$ cat src/rtl/pe_stim_gen.sv
`default_nettype none
// ============================================================================
// Module      : pe_stim_gen
// Description : Parametrised stimulus source for the PE array. Emits ifmap,
//               filter and psum words on a valid/ready stream, stamped with
//               X/Y bus tags. Word issue is throttled by an internal PE-rate
//               strobe that emulates the slow PE clock on the fast clock.
//               Data modes: LFSR random, increment, constant.
// Revision    : 1.0 - initial release
// ----------------------------------------------------------------------------
// Ports
//   clk, rstn            : clock, asynchronous active-low reset
//   start / stop         : begin a burst (IDLE only) / abort the burst
//   mode                 : 0 random, 1/3 increment, 2 constant
//   burst_len            : words per burst, 0 = unbounded (latched on start)
//   const_val            : word for constant mode (latched on start)
//   x_tag_i / y_tag_i    : bus tags to stamp (latched on start)
//   data_ready           : sink accepts the current word
//   pe_en                : one-cycle strobe every PE_DIV clocks
//   data_valid           : data outputs hold a valid word
//   ifmap/fltr/psum_data : generated words
//   x_tag_o / y_tag_o    : latched tags
//   busy / done          : burst running / bounded burst completed (pulse)
//   word_cnt             : words transferred in the current burst
// ============================================================================
module pe_stim_gen #(
  parameter int          DATA_WIDTH = 16,
  parameter int          NUM_COL    = 4,
  parameter int          NUM_ROW    = 4,
  parameter int          PE_DIV     = 4,
  parameter logic [31:0] SEED_A     = 32'hACE1_1234,
  parameter logic [31:0] SEED_B     = 32'h5EED_0F0F
) (
  input  logic                                              clk,
  input  logic                                              rstn,
  input  logic                                              start,
  input  logic                                              stop,
  input  logic [1:0]                                        mode,
  input  logic [15:0]                                       burst_len,
  input  logic [DATA_WIDTH-1:0]                             const_val,
  input  logic [((NUM_COL > 1) ? $clog2(NUM_COL) : 1)-1:0]  x_tag_i,
  input  logic [((NUM_ROW > 1) ? $clog2(NUM_ROW) : 1)-1:0]  y_tag_i,
  input  logic                                              data_ready,
  output logic                                              pe_en,
  output logic                                              data_valid,
  output logic [DATA_WIDTH-1:0]                             ifmap_data,
  output logic [DATA_WIDTH-1:0]                             fltr_data,
  output logic [2*DATA_WIDTH-1:0]                           psum_data,
  output logic [((NUM_COL > 1) ? $clog2(NUM_COL) : 1)-1:0]  x_tag_o,
  output logic [((NUM_ROW > 1) ? $clog2(NUM_ROW) : 1)-1:0]  y_tag_o,
  output logic                                              busy,
  output logic                                              done,
  output logic [15:0]                                       word_cnt
);

  // --------------------------------------------------------------------------
  // Local parameters
  // --------------------------------------------------------------------------
  localparam int XW     = (NUM_COL > 1) ? $clog2(NUM_COL) : 1;
  localparam int YW     = (NUM_ROW > 1) ? $clog2(NUM_ROW) : 1;
  localparam int PSUM_W = 2 * DATA_WIDTH;
  localparam int DIV_W  = (PE_DIV > 1) ? $clog2(PE_DIV) : 1;

  localparam logic [DIV_W-1:0]      DIV_LAST  = DIV_W'(PE_DIV - 1);
  localparam logic [31:0]           LFSR_MASK = 32'h8020_0003;
  localparam logic [DATA_WIDTH-1:0] ONE_D     = {{(DATA_WIDTH-1){1'b0}}, 1'b1};
  localparam logic [PSUM_W-1:0]     ONE_P     = {{(PSUM_W-1){1'b0}}, 1'b1};
  localparam logic [15:0]           CNT_MAX   = 16'hFFFF;

  localparam logic [0:0] ST_IDLE = 1'b0;
  localparam logic [0:0] ST_RUN  = 1'b1;

  // --------------------------------------------------------------------------
  // Galois LFSR step, x^32+x^22+x^2+x+1, right shifting
  // --------------------------------------------------------------------------
  function automatic logic [31:0] lfsr_next(input logic [31:0] s);
    return (s >> 1) ^ (s[0] ? LFSR_MASK : 32'd0);
  endfunction

  // --------------------------------------------------------------------------
  // Declarations
  // --------------------------------------------------------------------------
  logic [0:0]            state;
  logic [0:0]            state_nxt;
  logic [DIV_W-1:0]      div_cnt;
  logic [31:0]           lfsr_a;
  logic [31:0]           lfsr_b;

  logic [1:0]            mode_q;
  logic [15:0]           len_q;
  logic [DATA_WIDTH-1:0] const_q;

  logic                  go;
  logic                  xfer;
  logic                  abort;
  logic                  gen;
  logic                  last;
  logic                  done_nxt;
  logic [15:0]           cnt_inc;
  logic [16:0]           k_plus1;

  logic [DATA_WIDTH-1:0] gen_ifmap;
  logic [DATA_WIDTH-1:0] gen_fltr;
  logic [PSUM_W-1:0]     gen_psum;
  logic [DATA_WIDTH-1:0] rnd_ifmap;
  logic [DATA_WIDTH-1:0] rnd_fltr;
  logic [PSUM_W-1:0]     rnd_psum;

  // --------------------------------------------------------------------------
  // PE-rate divider: free running from reset, independent of the FSM
  // --------------------------------------------------------------------------
  always_ff @(posedge clk or negedge rstn) begin
    if (!rstn) begin
      div_cnt <= '0;
    end else if (div_cnt == DIV_LAST) begin
      div_cnt <= '0;
    end else begin
      div_cnt <= div_cnt + 1'b1;
    end
  end

  assign pe_en = (div_cnt == DIV_LAST);

  // --------------------------------------------------------------------------
  // Control terms
  // --------------------------------------------------------------------------
  assign go    = (state == ST_IDLE) && start && !stop;
  assign xfer  = data_valid && data_ready;
  assign abort = (state == ST_RUN) && stop;
  // New words are only produced while the output slot is empty; a stop in
  // the same cycle suppresses generation so the LFSRs do not advance.
  assign gen   = (state == ST_RUN) && pe_en && !data_valid && !stop;

  assign cnt_inc  = (word_cnt == CNT_MAX) ? CNT_MAX : (word_cnt + 16'd1);
  assign last     = xfer && (len_q != 16'd0) && (cnt_inc == len_q);
  // An abort never reports completion, even if the final word slips through
  // on the same edge.
  assign done_nxt = (state == ST_RUN) && last && !stop;

  // --------------------------------------------------------------------------
  // FSM: state register
  // --------------------------------------------------------------------------
  always_ff @(posedge clk or negedge rstn) begin
    if (!rstn) begin
      state <= ST_IDLE;
    end else begin
      state <= state_nxt;
    end
  end

  // --------------------------------------------------------------------------
  // FSM: next-state logic
  // --------------------------------------------------------------------------
  always_comb begin
    state_nxt = state;
    case (state)
      ST_IDLE: begin
        if (go) begin
          state_nxt = ST_RUN;
        end
      end
      ST_RUN: begin
        if (stop || last) begin
          state_nxt = ST_IDLE;
        end
      end
      default: begin
        state_nxt = ST_IDLE;
      end
    endcase
  end

  // --------------------------------------------------------------------------
  // FSM: output logic
  // --------------------------------------------------------------------------
  always_comb begin
    busy = 1'b0;
    case (state)
      ST_RUN:  busy = 1'b1;
      default: busy = 1'b0;
    endcase
  end

  // --------------------------------------------------------------------------
  // Word generation
  // --------------------------------------------------------------------------
  // Word index k equals the number of words already transferred, because a
  // new word is generated only after the previous one has left.
  assign k_plus1 = {1'b0, word_cnt} + 17'd1;

  // Random fields take the current LFSR state; zero fields become 1 so the
  // sink never sees a degenerate operand.
  assign rnd_ifmap = (lfsr_a[DATA_WIDTH-1:0] == '0) ? ONE_D : lfsr_a[DATA_WIDTH-1:0];
  assign rnd_fltr  = (lfsr_b[DATA_WIDTH-1:0] == '0) ? ONE_D : lfsr_b[DATA_WIDTH-1:0];

  always_comb begin
    rnd_psum = {lfsr_b[31 -: DATA_WIDTH], lfsr_a[31 -: DATA_WIDTH]};
    if (rnd_psum == '0) begin
      rnd_psum = ONE_P;
    end
  end

  always_comb begin
    gen_ifmap = '0;
    gen_fltr  = '0;
    gen_psum  = '0;
    case (mode_q)
      2'd0: begin
        gen_ifmap = rnd_ifmap;
        gen_fltr  = rnd_fltr;
        gen_psum  = rnd_psum;
      end
      2'd2: begin
        gen_ifmap = const_q;
        gen_fltr  = const_q;
        gen_psum  = {{DATA_WIDTH{1'b0}}, const_q};
      end
      default: begin
        gen_ifmap = DATA_WIDTH'(k_plus1);
        gen_fltr  = DATA_WIDTH'(k_plus1);
        gen_psum  = PSUM_W'(k_plus1);
      end
    endcase
  end

  // --------------------------------------------------------------------------
  // Burst configuration, latched only on start
  // --------------------------------------------------------------------------
  always_ff @(posedge clk or negedge rstn) begin
    if (!rstn) begin
      mode_q  <= 2'd0;
      len_q   <= 16'd0;
      const_q <= '0;
      x_tag_o <= '0;
      y_tag_o <= '0;
    end else if (go) begin
      mode_q  <= mode;
      len_q   <= burst_len;
      const_q <= const_val;
      x_tag_o <= x_tag_i;
      y_tag_o <= y_tag_i;
    end
  end

  // --------------------------------------------------------------------------
  // Stream outputs, word counter and done pulse
  // --------------------------------------------------------------------------
  always_ff @(posedge clk or negedge rstn) begin
    if (!rstn) begin
      data_valid <= 1'b0;
      ifmap_data <= '0;
      fltr_data  <= '0;
      psum_data  <= '0;
      word_cnt   <= 16'd0;
      done       <= 1'b0;
    end else begin
      done <= done_nxt;

      if (go) begin
        word_cnt <= 16'd0;
      end else if (xfer) begin
        word_cnt <= cnt_inc;
      end

      if (xfer || abort) begin
        data_valid <= 1'b0;
      end else if (gen) begin
        data_valid <= 1'b1;
        ifmap_data <= gen_ifmap;
        fltr_data  <= gen_fltr;
        psum_data  <= gen_psum;
      end
    end
  end

  // --------------------------------------------------------------------------
  // LFSRs: advance once per random word, persist across bursts
  // --------------------------------------------------------------------------
  always_ff @(posedge clk or negedge rstn) begin
    if (!rstn) begin
      lfsr_a <= SEED_A;
      lfsr_b <= SEED_B;
    end else if (gen && (mode_q == 2'd0)) begin
      lfsr_a <= lfsr_next(lfsr_a);
      lfsr_b <= lfsr_next(lfsr_b);
    end
  end

endmodule
`default_nettype wire

$ cat config.mk
export PLATFORM = sky130hd
export DESIGN_NAME = pe_stim_gen
export DESIGN_NICKNAME = d
export VERILOG_FILES = /design/src/rtl/pe_stim_gen.sv
export SDC_FILE = /design/constraint.sdc
export NUM_CORES = 1
export LEC_CHECK = 0
export CAP_MARGIN = 15
export CORE_MARGIN = 2
export CORE_UTILIZATION = 47
export CTS_CLUSTER_DIAMETER = 40
export DETAILED_ROUTE_END_ITERATION = 8
export GPL_ROUTABILITY_DRIVEN = 0
export MAX_ROUTING_LAYER = met4
export PLACE_DENSITY = 0.71
export SLEW_MARGIN = 10
export SYNTH_ARGS = -nofsm -noshare
export SYNTH_HDL_FRONTEND = slang
export SYNTH_SLANG_ARGS = --single-unit
$ cat constraint.sdc
create_clock -name clk -period 6.91 [get_ports clk]
set_clock_uncertainty 0.2 [all_clocks]
set_input_delay 1.382 -clock clk [delete_from_list [all_inputs] [get_ports clk]]
set_output_delay 1.382 -clock clk [all_outputs]
set_load 0.05 [all_outputs]
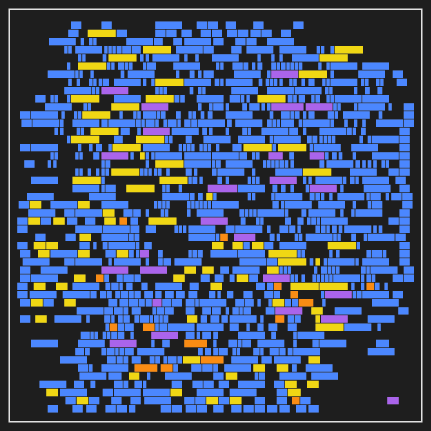
(run_1/sizes.png)
Drawn at 3 px/um.
size	color	cells
_3 and _4 cells	orange	15
_6 and larger	purple	25
_2 cells	yellow	80
_0 and _1 cells	blue	860

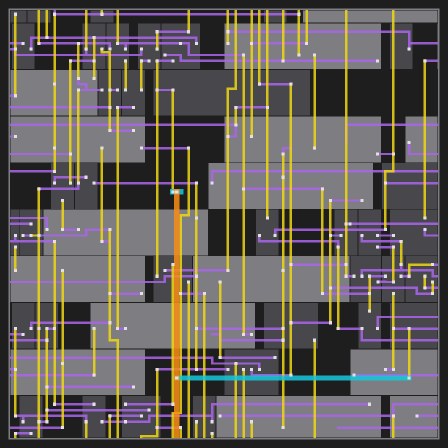
(run_1/detail.png)
Window x 22 to 47, y 90 to 115 um. Cells in gray, sequential cells in the stronger gray; small squares are vias.
layer	color
metal 2	yellow
metal 1	purple
metal 3	cyan
metal 4	orange
most frequent	nand2_1 (18), dfstp_2 (7), dfrtp_1 (5)
cells with their middle in the window	41
sequential cells in the window	12
netlist names of flops here include	lfsr_b (11), psum_data (1)

==> qor.csv, run 1 <==
metric,value,unit
status,"finished, final reports clean",
Power Density,300.5,nW/um^2
routed length per placed instance,17.95,um
Area Overhead vs Synth,24.78,%
"worst slack, placed",1.988,ns
"area share, top type",0.4664,
Die H,137.0,um
crit path capture,done,
PortBufs,130,
Mapped Cells,860,
Setup CP Type,input pin to flop,
Max Fclk,236.4,MHz
LEAKAGE,4.517,nW
"top cells, area","dfrtp_1 (47%), nand2_1 (11%), dfstp_2 (10%)",
"Clk pin slew, worst setup/hold paths",0.06,ns
Worst R2R Start,word_cnt[4],
I/O Pins,131,
WP data arrival,4.34,ns
Init Core Util,0.4808,
clock root cell,clkbuf_16,
maximum capacitance violations,0,
Slew HR,0.2378,
"Max FO, Critical Path",13,
RSZ-0062 raised after global routing,no,
Initial DRT Pass Iterations,5,
DR iter-0 viols,569,
antenna-violating nets left,0,
Yosys Chip Area,8315,um^2
Clock Tree Buf Depth,2,
critical path depth,7,
ys async rst share,1.000,
capturing element type of the critical path,flop,
final worst slack,2.679,ns
"slowest stage cell, crit path",or4b_1,
Synth Cell Area,8315,um^2
chip area,18770,um^2
FILL cells,1488,
Ys Warns,0,
ys flops,187,
ys cells,860,
syn_area_per_cell,9.669,um^2
Pins Over Slew Limit,0,
Crit path largest cell delay,0.55,ns
Crit path buffers/inverters,1,
via density per instance,5.559,
# setup viols final,0,
cts hold-fix bufs,0,
most frequent cells in the layout,"nand2_1 (240), dfrtp_1 (155), clkdlybuf4s50_1 (129)",
CTS tree,yes,
Resized cells post-CTS,0,
Slew @ Worst Pin,1.135,ns
"EDFF count, synth",0,
most frequent CP cell,nor4_1,
diodes inserted,0,
cells on worst reg2reg path,7,
vias in the first global route,6279,
area post-placement,9791,um^2
crit path from,data_ready,
Reg2Reg Capture Point,done,
TNS Setup,0,ns
H-tree Lvls,4,
Critical Path RT,7.02,ns
post-synth top area cell,dfrtp_1,
post-detail-place hpwl,15060,um
Synth Flop Type,dfrtp_1,
Setup Buffers After CTS,0,
layout cells sized above 1,0.1224,
CTS Buf Count,17,
Critical Path Start Type,input pin,
Nets,1014,
gr usage total,0.2501,
register share after synthesis,0.5676,
cell family contributing the most delay on the critical path,simple AND/OR/NAND/NOR gates,
CTS sink count,187,
most frequent logic cell in the layout,nand2_1,
"Hold Vio Cnt, Final",0,
core area,17300,um^2
Tightest Hold Check Type,flop to flop,
Die Wd,137.0,um
Final Power,0.003118,W
post-route minimum period,4.231,ns
first-pass GRT wire length,34740,um
grt ovf,0,
Max IR drop VDD,0.0002046,V
initial antenna violation count,0,
number of placement rows,48,
final period utilization,0.6122,
Reg2Reg Setup Slack,3.26,ns
routed wire length,21630,um
Floorplan Nets,907,
vias post-DR,6698,
CP Cell Sequence,clkdlybuf4s50_1 > and2_1 > o2111ai_1 > or4_1 > nor4_1 > or4b_1 > nor4_1,
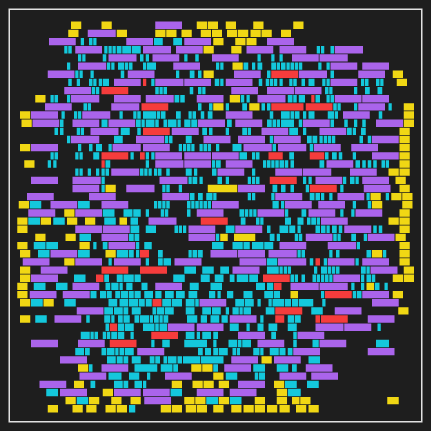
(run_1/placement_by_type.png)
Drawn at 3 px/um.
class	color	cells	share of their area
sequential cells	purple	187	47%
combinational and other logic	cyan	624	34%
remaining buffers and delay cells	yellow	137	14%
clock drivers and dummy loads	red	32	5.5%

[run 1: area by class of cell]
class	count	area [um^2]	area share
Sequential cell	187	4720	0.4548
Multi-Input combinational cell	618	3407	0.3283
Timing Repair Buffer	137	1388	0.1337
Clock buffer	22	464.2	0.04474
Tap cell	225	281.5	0.02713
Clock inverter	10	93.84	0.009044
Inverter	6	22.52	0.002171
[run 1: report_power, final]
| group | internal [W] | switching [W] | leakage, nW |
|---|---|---|---|
| combinational | 0.000290 | 0.000506 | 1.97 |
| clock | 0.000517 | 0.000418 | 0.267 |
| sequential | 0.00125 | 0.000138 | 2.28 |
[run 1: flip-flops by register name, summed over array words and instances (netlist names)]
| name | cells |
|---|---|
| state | 1 |
| psum_data | 32 |
| mode_q | 2 |
| fltr_data | 16 |
| y_tag_o | 2 |
| done | 1 |
| len_q | 16 |
| div_cnt | 2 |
| const_q | 16 |
| lfsr_b | 32 |
| word_cnt | 16 |
| x_tag_o | 2 |
| lfsr_a | 32 |
| ifmap_data | 16 |
| data_valid | 1 |
[run 1: per-layer routing]
metal / track usage / wire length, um
met2: 0.3745 / 10140
met5: - / 0
met4: 0.07560 / 367
met3: 0.04593 / 1104
met1: 0.3490 / 10020
[run 1: synth_stat cells, drive strengths merged, types with 2 or more instances]
cell type,count
a21oi,60
nor2,97
nand3,9
clkbuf,38
a221oi,9
and3,3
xor2,13
o22ai,6
nor3,11
o21ai,17
nor4b,3
nor4,21
a221o,3
nand4,10
o41ai,2
inv,6
o21a,2
mux2,39
dfstp,32
a211oi,8
xnor2,14
buf,11
or4,4
a22o,7
a31oi,3
a311oi,6
and2,4
nand2b,4
ha,4
nand2,241
dfrtp,155
nor2b,5
[run 1: metrics by stage]
| stage | util | hold slack [ns] | cells |
|---|---|---|---|
| 6_report | 0.5999 | 0.2290 | 1205 |
| 5_1_grt | 0.5999 | 0.2510 | 1205 |
| 4_1_cts | 0.5983 | 0.2377 | 1204 |
| 3_5_place_dp | 0.5660 | 0.2283 | 1172 |
| 3_3_place_gp | 0.5660 | 0.2142 | 1172 |
| 2_1_floorplan | - | 0.2031 | 860 |
[run 1: worst min-delay path by stage]
stage | start | to | depth (start not counted)
finish | div_cnt[0] | div_cnt[0] | 1
global placement | div_cnt[0] | div_cnt[0] | 1
floorplan | div_cnt[0] | div_cnt[0] | 1
detailed placement | div_cnt[0] | div_cnt[0] | 1
global route | div_cnt[0] | div_cnt[0] | 1
CTS | div_cnt[0] | div_cnt[0] | 1
[run 1: worst reg2reg max path, delay by kind of cell (launching register included)]
family / cells / cell delay, ns
AOI/OAI and AO/OA: 2 / 0.19
and+or+nand+nor: 5 / 2.62
DFF: 1 / 0.52
[run 1: cells by family after synthesis]
logic type,Yosys count,share of synthesized area
and+or+nand+nor,417,0.2186
DFF,187,0.5676
AOI/OAI and AO/OA,131,0.09946
buffers and inverters,55,0.02618
muxes,39,0.05281
xor gates and xnor gates,27,0.02934
adders and majority gates,4,0.006019
==> run_1/congestion.png <==
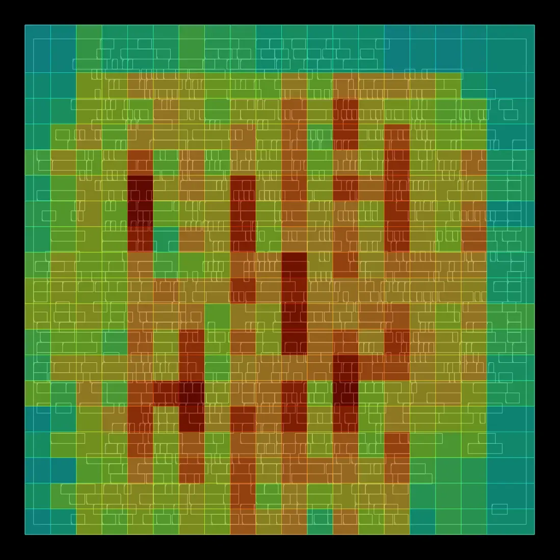

==> run 1 -> run 2 <==
PLACE_DENSITY = 0.74   (was 0.71)
clock period = 3.6 ns   (was 6.91 ns; I/O delays follow)
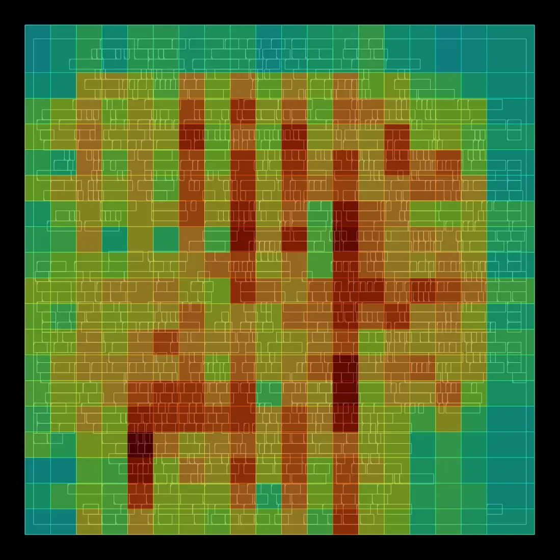
(run_2/congestion.png)
gr usage total: 0.2561
M3 GR Usage: 0.04778
met1 usage in global routing: 0.3597
routed length per placed instance: 18.09 um

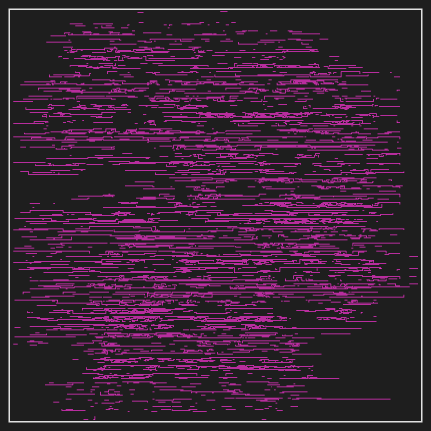
(run_2/layer_met1.png)
Drawn at 3 px/um.
wire length on this layer	9900 um
share of all routed wire	45%

==> run 2 against run 1 <==
  * Sequential power increased by 92%
  * First-iteration DRC count increased by 12%
  * Hold slack got worse by 0.22 ns
  * Die size unchanged
  * Power increased by 99%
  * Combinational power increased by 95%
  * Setup slack got worse by 2.5 ns
  * Register-to-register slack got worse by 3.0 ns
  * Final area increased by 2.1%
  * Via count increased by 2.1%
  * Final cell count increased by 1.7%
  * Critical path type is now flop to flop
  * Largest power group unchanged
==> qor.csv, run 2 <==
metric,value,unit
status,"finished, final reports clean",
met1 wire length,9897,um
diodes inserted,0,
Comb pwr share,0.250,
cell family contributing the most delay on the critical path,simple AND/OR/NAND/NOR gates,
Log Warnings,26,
Clk pwr share,0.320,
PortBufs,130,
Die Wd,137.0,um
CP Cell Sequence,ha_1 > nand3_2 > nor2_1 > o21ai_0 > or4_1 > nor4_1 > or4b_1 > o31a_1,
Area Overhead vs Synth,27.36,%
I/O Pins,131,
Crit path largest cell delay,0.53,ns
distinct lib cells,54,
WP data arrival,3.50,ns
biggest regs,"lfsr_a (32), lfsr_b (32), psum_data (32)",
Die H,137.0,um
Cell Int Power,0.004036,W
CTS Buf Count,17,
Critical Path Start Type,flop,
initial antenna violation count,0,
number of placement rows,48,
final hold slack,0.007505,ns
"Hold Vio Cnt, Final",0,
ys cells,860,
antenna-violating nets left,0,
final period utilization,0.9382,
Synth Cell Area,8315,um^2
Mapped Cells,860,
Setup CP Type,flop to flop,
Init Core Util,0.4808,
residual DRC count,0,
most frequent logic cell in the layout,nand2_1,
largest net degree at the start of global routing,73,
NetSw,0.002164,W
syn_area_per_cell,9.669,um^2
layout cells sized above 1,0.1439,
chip area,18770,um^2
RSZ-0062 raised after global routing,no,
clock root cell,clkbuf_16,
uppermost routed layer,met4,
Initial DRT Pass Iterations,5,
most frequent cells in the layout,"nand2_1 (240), dfrtp_1 (155), clkdlybuf4s50_1 (129)",
Slew HR,0.4842,
met3 WL post-DR,1453,um
"Clk pin slew, worst setup/hold paths",0.07,ns
top cells by count,"nand2_1 (241), dfrtp_1 (155), nor2_1 (96), a21oi_1 (60), mux2_2 (39)",
TNS Setup,0,ns
Pins Over Slew Limit,0,
Seq pwr share,0.430,
CTS sink count,187,
post-synth top area cell,dfrtp_1,
Clock Tree Buf Depth,2,
DR iter-0 viols,635,
"EDFF count, synth",0,
Setup Buffers After CTS,0,
Sw Share,0.3490,
CTS tree,yes,
Max Fclk,296.1,MHz
Tightest Hold Check Type,input pin to asynchronous set/reset pin,
maximum capacitance violations,0,
ys flops,187,
"Max FO, Critical Path",10,
Nets,1035,
post-detail-place hpwl,15380,um
Detail Route met2 WL,10380,um
LEAKAGE,4.643,nW
Power Density,585.4,nW/um^2
via density per instance,5.576,
Synth Flop Type,dfrtp_1,
Reg2Reg Setup Slack,0.22,ns
vias in the first global route,6533,
first-pass GRT wire length,35550,um
Floorplan Nets,907,
capturing element type of the critical path,flop,
"area share, top type",0.4664,
Yosys Chip Area,8315,um^2
register share after synthesis,0.5676,
"slowest stage cell, crit path",or4b_1,
post-route minimum period,3.378,ns
core area,17300,um^2
cts hold-fix bufs,0,
Crit path buffers/inverters,0,
Critical Path RT,3.72,ns
# setup viols final,0,
Resized cells post-CTS,0,
Ys Warns,0,
vias post-DR,6836,
"top cells, area","dfrtp_1 (47%), nand2_1 (11%), dfstp_2 (10%)",
Max IR drop VDD,0.0003672,V
most numerous cell in the Yosys netlist,nand2_1,
H-tree Lvls,4,
Slew @ Worst Pin,0.7656,ns
grt ovf,0,
routed wire length,22180,um
Latency at later pin,0.44,ns
ys async rst share,1.000,
[run 2: final cells by class]
type,count,area (um^2)
fill,1446,6706
sequential,187,4720
multi-input combinational,618,3398
timing repair buffer,158,1538
clock buffer,17,425.4
tap,225,281.5
clock inverter,15,205.2
inverter,6,22.52
[run 2: final timing paths]
check,end,depth (start not counted),startpoint
max reg2reg,state,8,word_cnt[0]
min in group clk,div_cnt[0],1,div_cnt[0]
max in group asynchronous,lfsr_a[12],2,rstn
max,state,8,word_cnt[0]
min reg2reg,div_cnt[0],1,div_cnt[0]
min,div_cnt[0],1,rstn
[run 2: per-layer routing]
layer,track usage,up-vias
li1,-,3206
met1,0.3597,3315
met2,0.3770,282
met3,0.04778,33
met4,0.08305,0
met5,-,-
[run 2: stage by stage]
step | setup slack, ns | util | cells | instance area, um^2 | power [W]
after CTS | 0.2865 | 0.6123 | 1226 | 10590 | 0.006228
after global routing | 0.06806 | 0.6123 | 1226 | 10590 | 0.006476
after detailed placement | 0.09824 | 0.5758 | 1194 | 9960 | 0.004249
after global placement | 0.1395 | 0.5758 | 1194 | 9960 | 0.004216
final | 0.2224 | 0.6123 | 1226 | 10590 | 0.006199
after floorplan | 0.2435 | - | 860 | 8315 | 0.003627
[run 2: power by group through the flow]
stage / sequential, W / combinational, W / clock, W
floorplan: 0.00316 / 0.000464 / 0
global placement: 0.00269 / 0.00153 / 0
detailed placement: 0.00270 / 0.00155 / 0
CTS: 0.00266 / 0.00156 / 0.00201
global route: 0.00270 / 0.00166 / 0.00212
finish: 0.00267 / 0.00155 / 0.00198
[run 2: cell families (layout without fill, tap and decap cells)]
family / Yosys count / after routing / share of synthesized area
muxes: 39 / 39 / 0.05281
AOI/OAI and AO/OA: 131 / 131 / 0.09946
buffers and inverters: 55 / 196 / 0.02618
DFF: 187 / 187 / 0.5676
xor gates and xnor gates: 27 / 27 / 0.02934
and+or+nand+nor: 417 / 417 / 0.2186
adders and majority gates: 4 / 4 / 0.006019
[run 2: worst reg2reg max path, delay by kind of cell, from the launching register on]
family | cells | cell delay (ns)
AND/OR/NAND/NOR | 5 | 1.76
flip-flops | 1 | 0.52
AND-OR/OR-AND | 2 | 0.44
adder cells (fa/ha/maj) | 1 | 0.35
==> run_2/sizes.png <==
Drawn at 3 px/um.
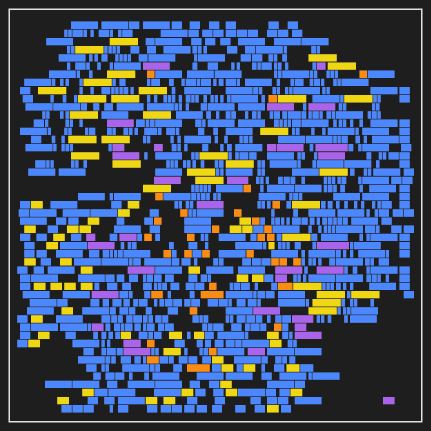

==> run 2 -> run 3 <==
PLACE_DENSITY = 0.71   (was 0.74)
TNS_END_PERCENT = 5   (was not set)
clock period = 3.2 ns   (was 3.6 ns; I/O delays follow)
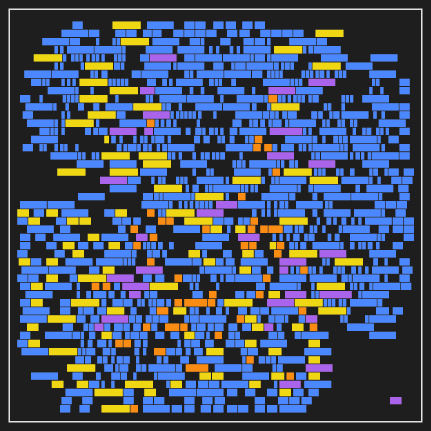
(run_3/sizes.png)
Drawn at 3 px/um.
size	color	cells
_0 and _1 cells	blue	846
_3 and _4 cells	orange	48
_6 and larger	purple	32
_2 cells	yellow	91

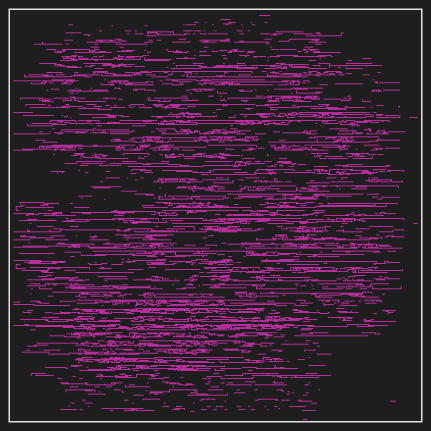
(run_3/layer_met1.png)
Drawn at 3 px/um.
share of all routed wire	44%
main direction	horizontal
longest straight run	37.7 um
wire length on this layer	9870 um
nets with wire on the layer	947

==> run 3 against run 2 <==
  * Synthesized area is the same
  * Register-to-register slack lost 0.10 ns
  * Clock power grew 9%
  * Largest power group unchanged
  * Highest routed layer unchanged
==> qor.csv, run 3 <==
metric,value,unit
NetSw,0.002363,W
Seq pwr share,0.428,
distinct lib cells,54,
number of placement rows,48,
Synth Cell Area,8315,um^2
TNS Setup,0,ns
post-synth top area cell,dfrtp_1,
FILL cells,1462,
vias post-DR,6883,
Init Core Util,0.4808,
Die H,137.0,um
routed length per placed instance,17.94,um
grt met2 use,0.3781,
first-pass GRT wire length,35110,um
Clk pwr share,0.312,
Mapped Cells,860,
biggest regs,"lfsr_a (32), lfsr_b (32), psum_data (32)",
I/O Pins,131,
Worst R2R Start,word_cnt[1],
diodes inserted,0,
area fraction in mux cells,0.05281,
register share after synthesis,0.5676,
CTS Buf Count,17,
Sw Share,0.3411,
gr usage total,0.2538,
Final Instance Area,10730,um^2
final period utilization,0.9617,
Critical Path Start Type,flop,
"Clk pin slew, worst setup/hold paths",0.07,ns
"top cells, area","dfrtp_1 (47%), nand2_1 (11%), dfstp_2 (10%)",
Pins Over Slew Limit,0,
Log Warnings,26,
layout cells sized above 1,0.1681,
ys async rst share,1.000,
Nets,1051,
initial antenna violation count,0,
most frequent cells in the layout,"nand2_1 (240), dfrtp_1 (145), clkdlybuf4s50_1 (129)",
Critical Path RT,3.32,ns
syn_area_per_cell,9.669,um^2
Power Density,645.6,nW/um^2
Slew HR,0.4563,
cells on worst reg2reg path,8,
top cells by count,"nand2_1 (241), dfrtp_1 (155), nor2_1 (96), a21oi_1 (60), mux2_2 (39)",
Comb pwr share,0.260,
vias in the first global route,6431,
status,"finished, final reports clean",
M3 GR Usage,0.05185,
WP data arrival,3.20,ns
most numerous cell in the Yosys netlist,nand2_1,
Initial DRT Pass Iterations,5,
most used routing layer,met2,
"EDFF count, synth",0,
Setup CP Type,flop to flop,
Die Wd,137.0,um
"area share, top type",0.4664,
XOR/XNOR Area Share,0.02934,
H-tree Lvls,4,
RSZ-0062 raised after global routing,no,
grt ovf,0,
cell count after placement,1210,
Max IR drop VDD,0.0004219,V
post-detail-place hpwl,15790,um
Latency at later pin,0.44,ns
# setup viols final,0,
Area Overhead vs Synth,29.05,%
chip area,18770,um^2
post-route minimum period,3.077,ns
Tightest Hold Check Type,input pin to asynchronous set/reset pin,
Non-Filler Instances,1242,
area post-placement,10120,um^2
-- run 3: cell count changes in the layout (fill, tap and decap cells not counted), moves of 2 or more --
cell	before	now
clkinv_8	3	0
buf_4	26	40
buf_12	2	4
clkbuf_1	0	2
dfrtp_1	155	145
dfrtp_2	0	10
-- run 3: area by class of cell --
cell class                 count  area [um^2]  area share
sequential                   187         4732      0.4409
multi-input combinational    618         3416      0.3183
timing repair buffer         174         1683      0.1568
clock buffer                  20        446.7     0.04162
tap                          225        281.5     0.02623
clock inverter                12        150.1     0.01399
inverter                       6        22.52    0.002099
-- run 3: timing repair --
action | 4_1_cts | 5_1_grt
endpoints found under the setup margin | 0 | 2
endpoints found under the hold margin | 0 | 0
hold buffers | 0 | 0
gates resized | 0 | 4
-- run 3: worst max-delay path by stage --
stage                start  depth (start not counted)  slack, ns  endpoint
5_1_grt        word_cnt[1]                          8      0.003      done
3_5_place_dp    data_ready                          7      -0.17     state
6_report       word_cnt[1]                          8       0.12     state
2_1_floorplan  word_cnt[4]                          9      0.001     state
3_3_place_gp    data_ready                          7      -0.17     state
4_1_cts        word_cnt[1]                          7       0.08      done
-- run 3: critical path: stages, from the launching register on --
cell and delay [ns]:
dfrtp_2 0.44, ha_1 0.27, and3_1 0.29, nand3_1 0.11, a21oi_1 0.04, or4_1 0.52, nor4_1 0.27, or4b_4 0.52
o31a_1 0.31
-- run 3: kinds of logic after synthesis --
group / Yosys count
compound gates: 131
xor+xnor: 27
fa+ha+maj: 4
buf+inv: 55
flops: 187
mux: 39
simple gates: 417
-- run 3: per-stage QoR --
stage	hold WS (ns)	power, W	setup WS (ns)
after global routing	0.07743	0.007218	0.002702
after global placement	0.2140	0.004776	-0.1690
after CTS	0.05712	0.006973	0.07637
after detailed placement	0.2232	0.004809	-0.1654
after floorplan	0.1444	0.004082	0.001353
final	0.04468	0.006928	0.1225
-- run 3: power groups by stage --
stage	sequential, W	clock [W]	combinational (W)
3_5_place_dp	0.00301	0	0.00180
2_1_floorplan	0.00356	0	0.000522
6_report	0.00297	0.00216	0.00180
5_1_grt	0.00301	0.00229	0.00192
3_3_place_gp	0.00300	0	0.00178
4_1_cts	0.00297	0.00220	0.00181
-- run 3: metal layers --
metal	wire (um)	vias to the layer above	part of all wire
li1	-	3221	-
met1	9874	3373	0.44
met2	10500	246	0.47
met3	1391	43	0.062
met4	514	0	0.023
met5	0	-	0
Power and IR drop assume default switching activity.
